## config.mk

```make
export PLATFORM = sky130hd
export DESIGN_NAME = simon_output_driver_flat
export DESIGN_NICKNAME = d
export VERILOG_FILES = /design/src/rtl/simon_output_driver_pkg.sv /design/src/rtl/simon_output_driver_if.sv /design/src/rtl/simon_output_driver_tone_gen.sv /design/src/rtl/simon_output_driver.sv /design/src/flat_wrapper.sv
export SDC_FILE = /design/constraint.sdc
export NUM_CORES = 1
export LEC_CHECK = 0
export ABC_CLOCK_PERIOD_IN_PS = 8100
export CAP_MARGIN = 0
export CORE_AREA = 2 2 55 57
export CTS_BUF_LIST = sky130_fd_sc_hd__clkbuf_8
export CTS_CLUSTER_DIAMETER = 60
export DETAILED_ROUTE_END_ITERATION = 10
export DIE_AREA = 0 0 57 59
export PLACE_DENSITY = 0.85
export SLEW_MARGIN = 20
export SYNTH_ARGS = -nofsm -noshare
export SYNTH_HDL_FRONTEND = slang
export SYNTH_SLANG_ARGS = --single-unit
```

## constraint.sdc

```tcl
create_clock -name clk -period 8.1 [get_ports clk]
set_input_delay 0.81 -clock clk [delete_from_list [all_inputs] [get_ports clk]]
set_output_delay 0.81 -clock clk [all_outputs]
set_load 0.05 [all_outputs]
```

## src/rtl/simon_output_driver_pkg.sv

```systemverilog
// Shared types and helpers for the Simon output driver: FSM states,
// colour count, LED patterns and the width helper.
package simon_output_driver_pkg;

  localparam int NUM_COLOURS = 4;

  localparam logic [NUM_COLOURS-1:0] WIN_LED_A = 4'b0101;

  typedef enum logic [2:0] {
    ST_IDLE,
    ST_SHOW,
    ST_GAP,
    ST_WIN,
    ST_LOSE
  } state_e;

  // Never returns less than 1, so a result is always usable as a vector width.
  function automatic int clog2(input int value);
    int width;
    width = 1;
    while ((1 << width) < value) width++;
    return width;
  endfunction

  function automatic logic [NUM_COLOURS-1:0] decode_colour(input logic [1:0] code);
    logic [NUM_COLOURS-1:0] onehot;
    onehot       = '0;
    onehot[code] = 1'b1;
    return onehot;
  endfunction

endpackage

```

## src/rtl/simon_output_driver_if.sv

```systemverilog
// Colour-code handshake between the game controller (master) and the
// output driver (slave).
interface simon_output_driver_if #(
  parameter int DATA_WIDTH = 2
);
  logic [DATA_WIDTH-1:0] code;
  logic                  code_valid;
  logic                  code_ready;

  modport master (output code, output code_valid, input code_ready);
  modport slave  (input code, input code_valid, output code_ready);
endinterface

```

## src/rtl/simon_output_driver_tone_gen.sv

```systemverilog
// Square-wave tone divider: speaker toggles every half_period cycles and
// restarts low whenever clear is asserted.
module simon_output_driver_tone_gen #(
  parameter int CNT_W = 8
) (
  input  logic             clk,
  input  logic             rst,
  input  logic             clear,
  input  logic [CNT_W:0]   half_period,
  output logic             speaker
);

  logic [CNT_W-1:0] cnt_q;
  logic             spk_q;
  logic [CNT_W:0]   terminal;

  assign terminal = half_period - {{CNT_W{1'b0}}, 1'b1};
  assign speaker  = spk_q;

  always_ff @(posedge clk) begin
    if (rst || clear) begin
      cnt_q <= '0;
      spk_q <= 1'b0;
    end else if ({1'b0, cnt_q} == terminal) begin
      cnt_q <= '0;
      spk_q <= ~spk_q;
    end else begin
      cnt_q <= cnt_q + CNT_W'(1);
    end
  end

endmodule

```

## src/rtl/simon_output_driver.sv

```systemverilog
// Simon output driver: shows accepted colour codes on one-hot LEDs with a
// per-colour tone, and plays the win/lose LED and tone patterns.
module simon_output_driver
  import simon_output_driver_pkg::*;
#(
  parameter int DATA_WIDTH = 2,
  parameter int TONE_BASE  = 25,
  parameter int ON_TICKS   = 4,
  parameter int GAP_TICKS  = 1,
  parameter int LOSE_MULT  = 8
) (
  input  logic                   clk,
  input  logic                   rst,
  simon_output_driver_if.slave   bus,
  input  logic                   tick,
  input  logic                   win,
  input  logic                   lose,
  output logic [NUM_COLOURS-1:0] led,
  output logic                   speaker,
  output logic                   busy
);

  localparam int TICK_W = clog2(((ON_TICKS > GAP_TICKS) ? ON_TICKS : GAP_TICKS) + 1);
  localparam int TONE_W = clog2(TONE_BASE * ((LOSE_MULT > 4) ? LOSE_MULT : 4));
  localparam int HP_W   = TONE_W + 1;

  localparam logic [TICK_W-1:0] ON_LAST  = TICK_W'(ON_TICKS - 1);
  localparam logic [TICK_W-1:0] GAP_LAST = TICK_W'((GAP_TICKS > 0) ? GAP_TICKS - 1 : 0);

  state_e                  state_q, state_d;
  logic [DATA_WIDTH-1:0]   code_q;
  logic [TICK_W-1:0]       tick_cnt_q;
  logic [NUM_COLOURS-1:0]  led_q;
  logic                    busy_q;
  logic                    accept;
  logic                    state_change;
  logic                    tone_clear;
  logic [HP_W-1:0]         half_period;
  logic [HP_W-1:0]         show_hp [NUM_COLOURS];

  for (genvar gi = 0; gi < NUM_COLOURS; gi++) begin : g_show_hp
    assign show_hp[gi] = HP_W'(TONE_BASE * (gi + 1));
  end

  assign bus.code_ready = (state_q == ST_IDLE) && !win && !lose && !rst;
  assign accept         = bus.code_valid && bus.code_ready;

  always_comb begin
    state_d = state_q;
    case (state_q)
      ST_IDLE: begin
        if (lose)        state_d = ST_LOSE;
        else if (win)    state_d = ST_WIN;
        else if (accept) state_d = ST_SHOW;
      end
      ST_SHOW: begin
        if (tick && tick_cnt_q == ON_LAST)
          state_d = (GAP_TICKS == 0) ? ST_IDLE : ST_GAP;
      end
      ST_GAP: begin
        if (GAP_TICKS == 0 || (tick && tick_cnt_q == GAP_LAST))
          state_d = ST_IDLE;
      end
      ST_WIN: begin
        if (!win) state_d = lose ? ST_LOSE : ST_GAP;
      end
      ST_LOSE: begin
        if (!lose) state_d = ST_GAP;
      end
      default: state_d = ST_IDLE;
    endcase
  end

  assign state_change = (state_d != state_q);
  // Silent states hold the divider cleared so every tone starts from a low phase.
  assign tone_clear   = state_change || (state_d == ST_IDLE) || (state_d == ST_GAP);

  always_comb begin
    case (state_q)
      ST_SHOW: half_period = show_hp[code_q];
      ST_LOSE: half_period = HP_W'(TONE_BASE * LOSE_MULT);
      default: half_period = HP_W'(TONE_BASE);
    endcase
  end

  always_ff @(posedge clk) begin
    if (rst) begin
      state_q    <= ST_IDLE;
      code_q     <= '0;
      tick_cnt_q <= '0;
      led_q      <= '0;
      busy_q     <= 1'b0;
    end else begin
      state_q <= state_d;
      busy_q  <= (state_d != ST_IDLE);
      if (accept) code_q <= bus.code;
      // Ticks landing on a transition edge are dropped by the clear.
      if (state_change)
        tick_cnt_q <= '0;
      else if (tick && (state_q == ST_SHOW || state_q == ST_GAP))
        tick_cnt_q <= tick_cnt_q + TICK_W'(1);
      case (state_d)
        ST_SHOW: led_q <= decode_colour(accept ? bus.code : code_q);
        ST_WIN: begin
          if (state_change) led_q <= WIN_LED_A;
          else if (tick)    led_q <= ~led_q;
        end
        ST_LOSE: led_q <= '1;
        default: led_q <= '0;
      endcase
    end
  end

  assign led  = led_q;
  assign busy = busy_q;

  simon_output_driver_tone_gen #(
    .CNT_W (TONE_W)
  ) u_tone_gen (
    .clk         (clk),
    .rst         (rst),
    .clear       (tone_clear),
    .half_period (half_period),
    .speaker     (speaker)
  );

endmodule

```

## src/flat_wrapper.sv

```systemverilog
// flat-port wrapper written by rule: the top's interface ports become plain ports
module simon_output_driver_flat import simon_output_driver_pkg::*;
#(
  parameter int DATA_WIDTH = 2,
  parameter int TONE_BASE  = 25,
  parameter int ON_TICKS   = 4,
  parameter int GAP_TICKS  = 1,
  parameter int LOSE_MULT  = 8
)
  (clk, rst, tick, win, lose, led, speaker, busy, bus_code, bus_code_valid, bus_code_ready);
  simon_output_driver_if #(.DATA_WIDTH(DATA_WIDTH)) bus_i ();
  input  logic clk;
  input  logic rst;
  input  logic tick;
  input  logic win;
  input  logic lose;
  output logic [NUM_COLOURS-1:0] led;
  output logic speaker;
  output logic busy;
  input wire logic [$bits(bus_i.code)-1:0] bus_code;
  input wire logic [$bits(bus_i.code_valid)-1:0] bus_code_valid;
  output wire logic [$bits(bus_i.code_ready)-1:0] bus_code_ready;
  assign bus_i.code = bus_code;
  assign bus_i.code_valid = bus_code_valid;
  assign bus_code_ready = bus_i.code_ready;
  simon_output_driver #(.DATA_WIDTH(DATA_WIDTH), .TONE_BASE(TONE_BASE), .ON_TICKS(ON_TICKS), .GAP_TICKS(GAP_TICKS), .LOSE_MULT(LOSE_MULT)) u_core (.clk(clk), .rst(rst), .bus(bus_i), .tick(tick), .win(win), .lose(lose), .led(led), .speaker(speaker), .busy(busy));
endmodule
```

Figure 1. Logic cells by family (run 1).
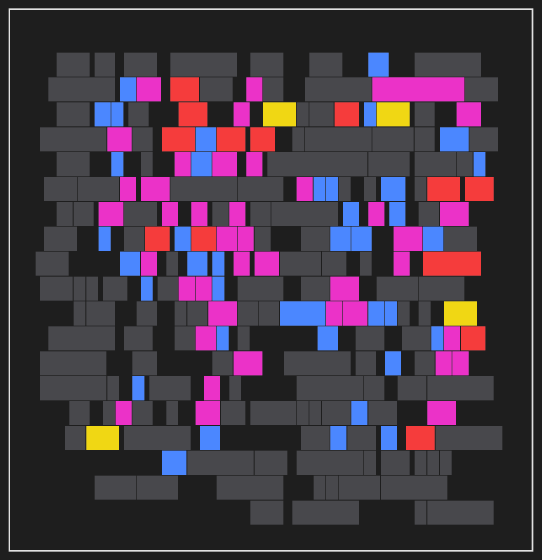
[red] non-inverting ao/oa cells | cells: 13
[yellow] mux cells | cells: 4 | most used: mux2i_1
[blue] nand cells | cells: 38 | most used: nand2_1
[magenta] aoi and oai cells | cells: 40 | most used: a21oi_1

Figure 2. Drive-strength map (run 1).
Scale bar: 20 µm.
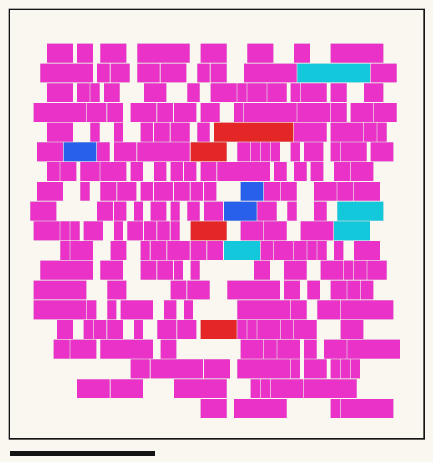
[magenta] x1 and smaller | cells: 210 | share: 95% | most used: dfxtp_1
[blue] x2 | cells: 3 | share: 1.4% | most used: nor3b_2
[cyan] x3 and x4 | cells: 4 | share: 1.8%
[red] x6 and larger | cells: 4 | share: 1.8% | most used: clkbuf_8
worst setup margin: 4.28 ns
area grow syn2layout: 11.0%

Figure 3. Routed clock nets over the placement (run 1).
Scale bar: 20 µm.
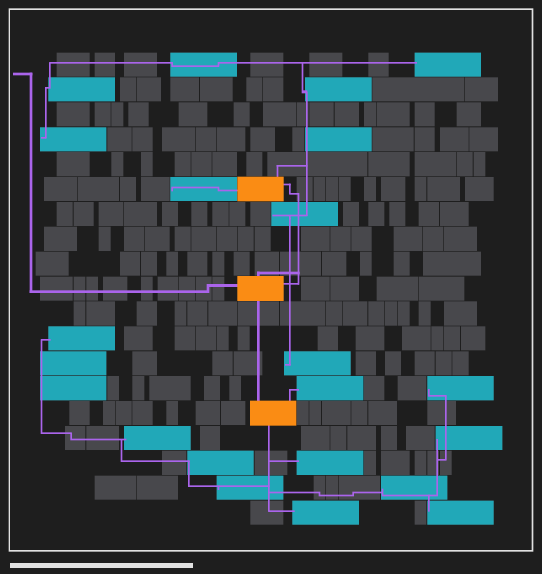
[cyan] flip-flops | count: 22
[purple] clock wires | length: 305 µm
[orange] clock-net drivers | count: 3
flops lie: widely spread
routed clock nets: 4
clk_lat worst skew: 0.26 ns
Clock Power Share: 32.3%

==> run 1: final timing paths <==
check	startpoint	depth (start not counted)	end	slack (ns)
worst min-delay path	u_core.u_tone_gen.speaker	2	u_core.u_tone_gen.speaker	0.48
worst min register to register	u_core.u_tone_gen.speaker	2	u_core.u_tone_gen.speaker	0.48
worst max-delay path	lose	4	bus_code_ready	4.28
worst max register to register	u_core.state_q[0]	10	u_core.u_tone_gen.cnt_q[7]	4.48
==> run 1: report_power, final <==
group | internal (mW) | switching, mW | leakage (nW)
sequential | 0.114 | 0.0113 | 0.179
combinational | 0.0363 | 0.0534 | 0.464
clock | 0.0660 | 0.0366 | 0.0357
total | 0.216 | 0.101 | 0.679
==> run 1: tightest hold or removal path: cells and delay by family (launching register included) <==
kind / cells / cell delay, ns
DFF: 1 / 0.33
muxes: 1 / 0.06
and+or+nand+nor: 1 / 0.05
==> run 1: state kept, by name, summed over array words and instances (netlist names) <==
register and cells:
u_core.u_tone_gen.speaker 1, u_core.code_q 2, u_core.state_q 3, u_core.busy 1
u_core.tick_cnt_q 3, u_core.led 4, u_core.u_tone_gen.cnt_q 8
==> run 1: metrics by stage <==
step / hold WS (ns) / setup slack [ns]
after CTS: 0.489 / 4.27
after global routing: 0.525 / 4.15
after detailed placement: 0.478 / 4.29
final: 0.482 / 4.28
after global placement: 0.449 / 4.32
after floorplan: 0.446 / 4.79
==> run 1: routing by layer <==
metal,GRT usage [%],vias up,wire [µm]
met5,0,-,0
met4,6.98,0,66
met3,2.84,8,167
met2,46.6,43,2010
met1,30.7,748,1660
li1,-,808,-
==> run 1: layout make-up <==
type                    instances  area share (%)
clock inverters                 1            1.58
well taps                      31            2.04
clock buffers                   3            2.17
inverters                       8            1.58
multi-input cells             173            62.1
flip-flops and latches         22            23.1
repair buffers                 14            7.36
==> out/qor.txt, run 1 <==
H-Tree Depth: 1
synthesized cell area: 0.00171 mm²
Synth area leader: dfxtp_1
Largest delay share family, worst path: buffers and inverters
crit-path max cell delay: 0.83 ns
first-pass GRT wire length: 6700 µm
crit path DAT: 3.01 ns
Max-Cap Viols: 0
yosys xor share: 5.62%
DRC violations left: 0
yosys stat area: 0.00171 mm²
Pwr per Cell Area: 167 mW/mm²
Final #Nets: 238
mux frac, synth: 2.34%
Worst Path Required: 7.29 ns
most frequent cells in the layout: 22 x dfxtp_1, 20 x nor2_1, 14 x nand2_1, 14 x a21oi_1, 14 x clkdlybuf4s50_1
Post-synth EDFFs: 0
most frequent cell after synthesis: dfxtp_1
Port Buffers: 14
vias in the first global route: 1476
gr usage total: 25.1%
RSZ-0062 raised after global routing: false
antenna fix cells: 0
count of final hold-check violations: 0
Worst-Margin Slew: 0.780 ns
CTS Hold Bufs: 0
Post-Synth Simple-Gate Area: 32.4%
Slowest cell on crit path: clkdlybuf4s50_1
dominant logic cell type in the layout: dfxtp_1
Die W: 57 µm
placed cell areas: 0.00183 mm²
Avg Cell Area, Syn: 7.97 µm²
ys cells: 215
Inst Count DP: 248
Top logic family: simple AND/OR/NAND/NOR gates
synth warn: 0
Die Y-Extent: 59 µm
GR Overflow Total: 0
First-pass DRT Iterations: 4
fmax: 262 MHz
routability congestion estimate from global placement: 0.911
crit-path cells: clkdlybuf4s50_1, or4_1, nor3_1, clkdlybuf4s50_1
ys flop type: dfxtp_1
CTS resizes: 0
cell mode on critical path: clkdlybuf4s50_1
Routed Antenna Nets: 0
CTS tree: done
Layout Utilization: 70.2%
FP Core Util: 63.3%
Crit Path Category: input pin to output pin
CTS Buf Count: 3
startpoint class of the critical path: input pin
status: completed
Cell area leaders: dfxtp_1 26%, ha_1 5.8%, nor2_1 4.4%, a21oi_1 4.1%, nand2_1 3.1%
Flop area: 440 µm²
final setup TNS: 0 ns
worst-path fanout max: 11
adder share: 5.84%
number of vias per cell: 6.38
MI comb area: 0.00118 mm²
core region area: 0.00271 mm²
Synth Register Bits: 22
Worst VDD drop: 0.116 mV
Die Size: 0.00336 mm²
fin crit share: 47.2%
Leak Pwr: 0.679 nW
worst hold path class: register to register
max-slew violations: 0
Clock Sinks: 22
hpwl dp: 2910 µm
final WL: 3910 µm
Syn Inst Count: 215
Figure 4. Clock routing (run 1).
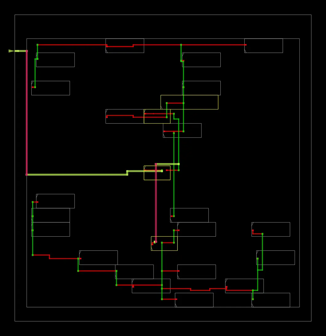

==> run 1 -> run 2 <==
- ABC_CLOCK_PERIOD_IN_PS: 8100 -> 3600
- CORE_AREA: 2 2 55 57 -> 2 2 57 59
- DIE_AREA: 0 0 57 59 -> 0 0 59 61
- PLACE_DENSITY: 0.85 -> 0.8
- clock period: 8.1 -> 3.6 ns (I/O delays scaled with it)
Figure 5. Clock routing (run 2).
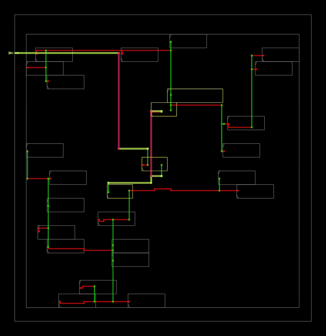
Clk power: 0.234 mW
clk_lat worst skew: 0.27 ns
Clock Sinks: 22
CTS Buf Count: 3
clock buf count: 3

==> run 2 against run 1 <==
Die area rose by 7.0%. Sequential share of layout area fell by 0.65 points. Power rose by 130%. Clock power rose by 130%. Sequential power rose by 110%. Flip-flop count did not move. Routed wire length rose by 10%. Critical endpoint is now u_core.u_tone_gen.cnt_q[2]. Via count rose by 4.4%. Worst hold slack got worse by 0.0074 ns.
==> out/qor.txt, run 2 <==
hpwl dp: 3180 µm (was 2910 µm)
First-pass DRT Iterations: 4 (unchanged)
dominant logic cell type in the layout: dfxtp_1 (unchanged)
Avg Cell Area, Syn: 7.97 µm² (unchanged)
end of the worst register-to-register path: u_core.u_tone_gen.cnt_q[2] (was u_core.u_tone_gen.cnt_q[7])
Max-Cap Viols: 0 (unchanged)
Largest delay share family, worst path: simple AND/OR/NAND/NOR gates (was buffers and inverters)
Worst Path Required: 3.74 ns (was 7.29 ns)
status: completed (unchanged)
number of vias per cell: 6.43 (was 6.38)
RSZ-0062 raised after global routing: false (unchanged)
placed cell areas: 0.00189 mm² (was 0.00183 mm²)
fin crit share: 94.3%
max-slew violations: 0 (unchanged)
Routed Antenna Nets: 0 (unchanged)
Worst-Margin Slew: 0.800 ns (was 0.780 ns)
FF-to-FF setup slack: 0.21 ns (was 4.48 ns)
most frequent cell after synthesis: dfxtp_1 (unchanged)
Post-synth EDFFs: 0 (unchanged)
Pwr per Cell Area: 372 mW/mm² (was 167 mW/mm²)
Crit Path Category: register to register (was input pin to output pin)
Die W: 59 µm (was 57 µm)
crit-path cells: buf_4, ha_1, o31a_4, nor2_1, ha_1, or4b_1, or4_1, o211ai_1, nor2_1, o41ai_4, nor2_1 (was clkdlybuf4s50_1, or4_1, nor3_1, clkdlybuf4s50_1)
Worst VDD drop: 0.196 mV (was 0.116 mV)
Leak Pwr: 0.715 nW (was 0.679 nW)
ys flop type: dfxtp_1 (unchanged)
worst reg-to-reg path cell count: 11 (was 10)
Layout Utilization: 66.3% (was 70.2%)
cell mode on critical path: nor2_1 (was clkdlybuf4s50_1)
ys cells: 215 (unchanged)
GR Overflow Total: 0 (unchanged)
Inst Count DP: 257 (was 248)
fmax: 295 MHz
WP depth: 11 (was 4)
Min-Delay Startpoint: u_core.u_tone_gen.speaker (unchanged)
vias in the first global route: 1527 (was 1476)
MI comb area: 0.00118 mm² (unchanged)
first-pass GRT wire length: 7180 µm (was 6700 µm)
Flop area: 440 µm² (unchanged)
run 2: cell counts after synthesis:
No cell type changed its count.
run 2: power by group:
| part | leakage (nW) | total [mW] | switching, mW | internal [mW] |
|---|---|---|---|---|
| Sequential | 0.179 | 0.268 | 0.0112 | 0.256 |
| Clock | 0.0357 | 0.234 | 0.0856 | 0.149 |
| Combinational | 0.500 | 0.226 | 0.138 | 0.0883 |
| Total | 0.715 | 0.728 | 0.235 | 0.493 |
run 2: worst max path at each step:
stage / slack, ns / endpoint
2_1_floorplan: 0.29 / u_core.u_tone_gen.cnt_q[2]
3_3_place_gp: 0.39 / u_core.u_tone_gen.cnt_q[4]
3_5_place_dp: 0.28 / u_core.u_tone_gen.cnt_q[2]
4_1_cts: 0.26 / u_core.u_tone_gen.cnt_q[2]
6_report: 0.21 / u_core.u_tone_gen.cnt_q[2]
5_1_grt: 0.004 / u_core.u_tone_gen.cnt_q[3]
run 2: cell families after synthesis:
| logic type | count (synthesis) | share of synthesized area [%] |
|---|---|---|
| simple gates | 97 | 32.4 |
| compound gates | 53 | 22.8 |
| flops | 22 | 25.7 |
| buf+inv | 20 | 5.33 |
| xor+xnor | 11 | 5.62 |
| fa+ha+maj | 8 | 5.84 |
| mux | 4 | 2.34 |
run 2: per-layer routing:
metal / GRT usage [%] / wire length, µm
met5: 0 / 0
met4: 7.47 / 42
met3: 3.41 / 254
met2: 40.6 / 1990
met1: 37.6 / 2010
run 2: cell type report:
cell class | instances | share of cell area [%]
repair buffers | 21 | 9.84
well taps | 33 | 2.11
multi-input cells | 173 | 60.4
flip-flops and latches | 22 | 22.5
inverters | 8 | 1.53
clock buffers | 3 | 2.11
clock inverters | 1 | 1.53
Power is estimated from default activity; no workload was simulated.
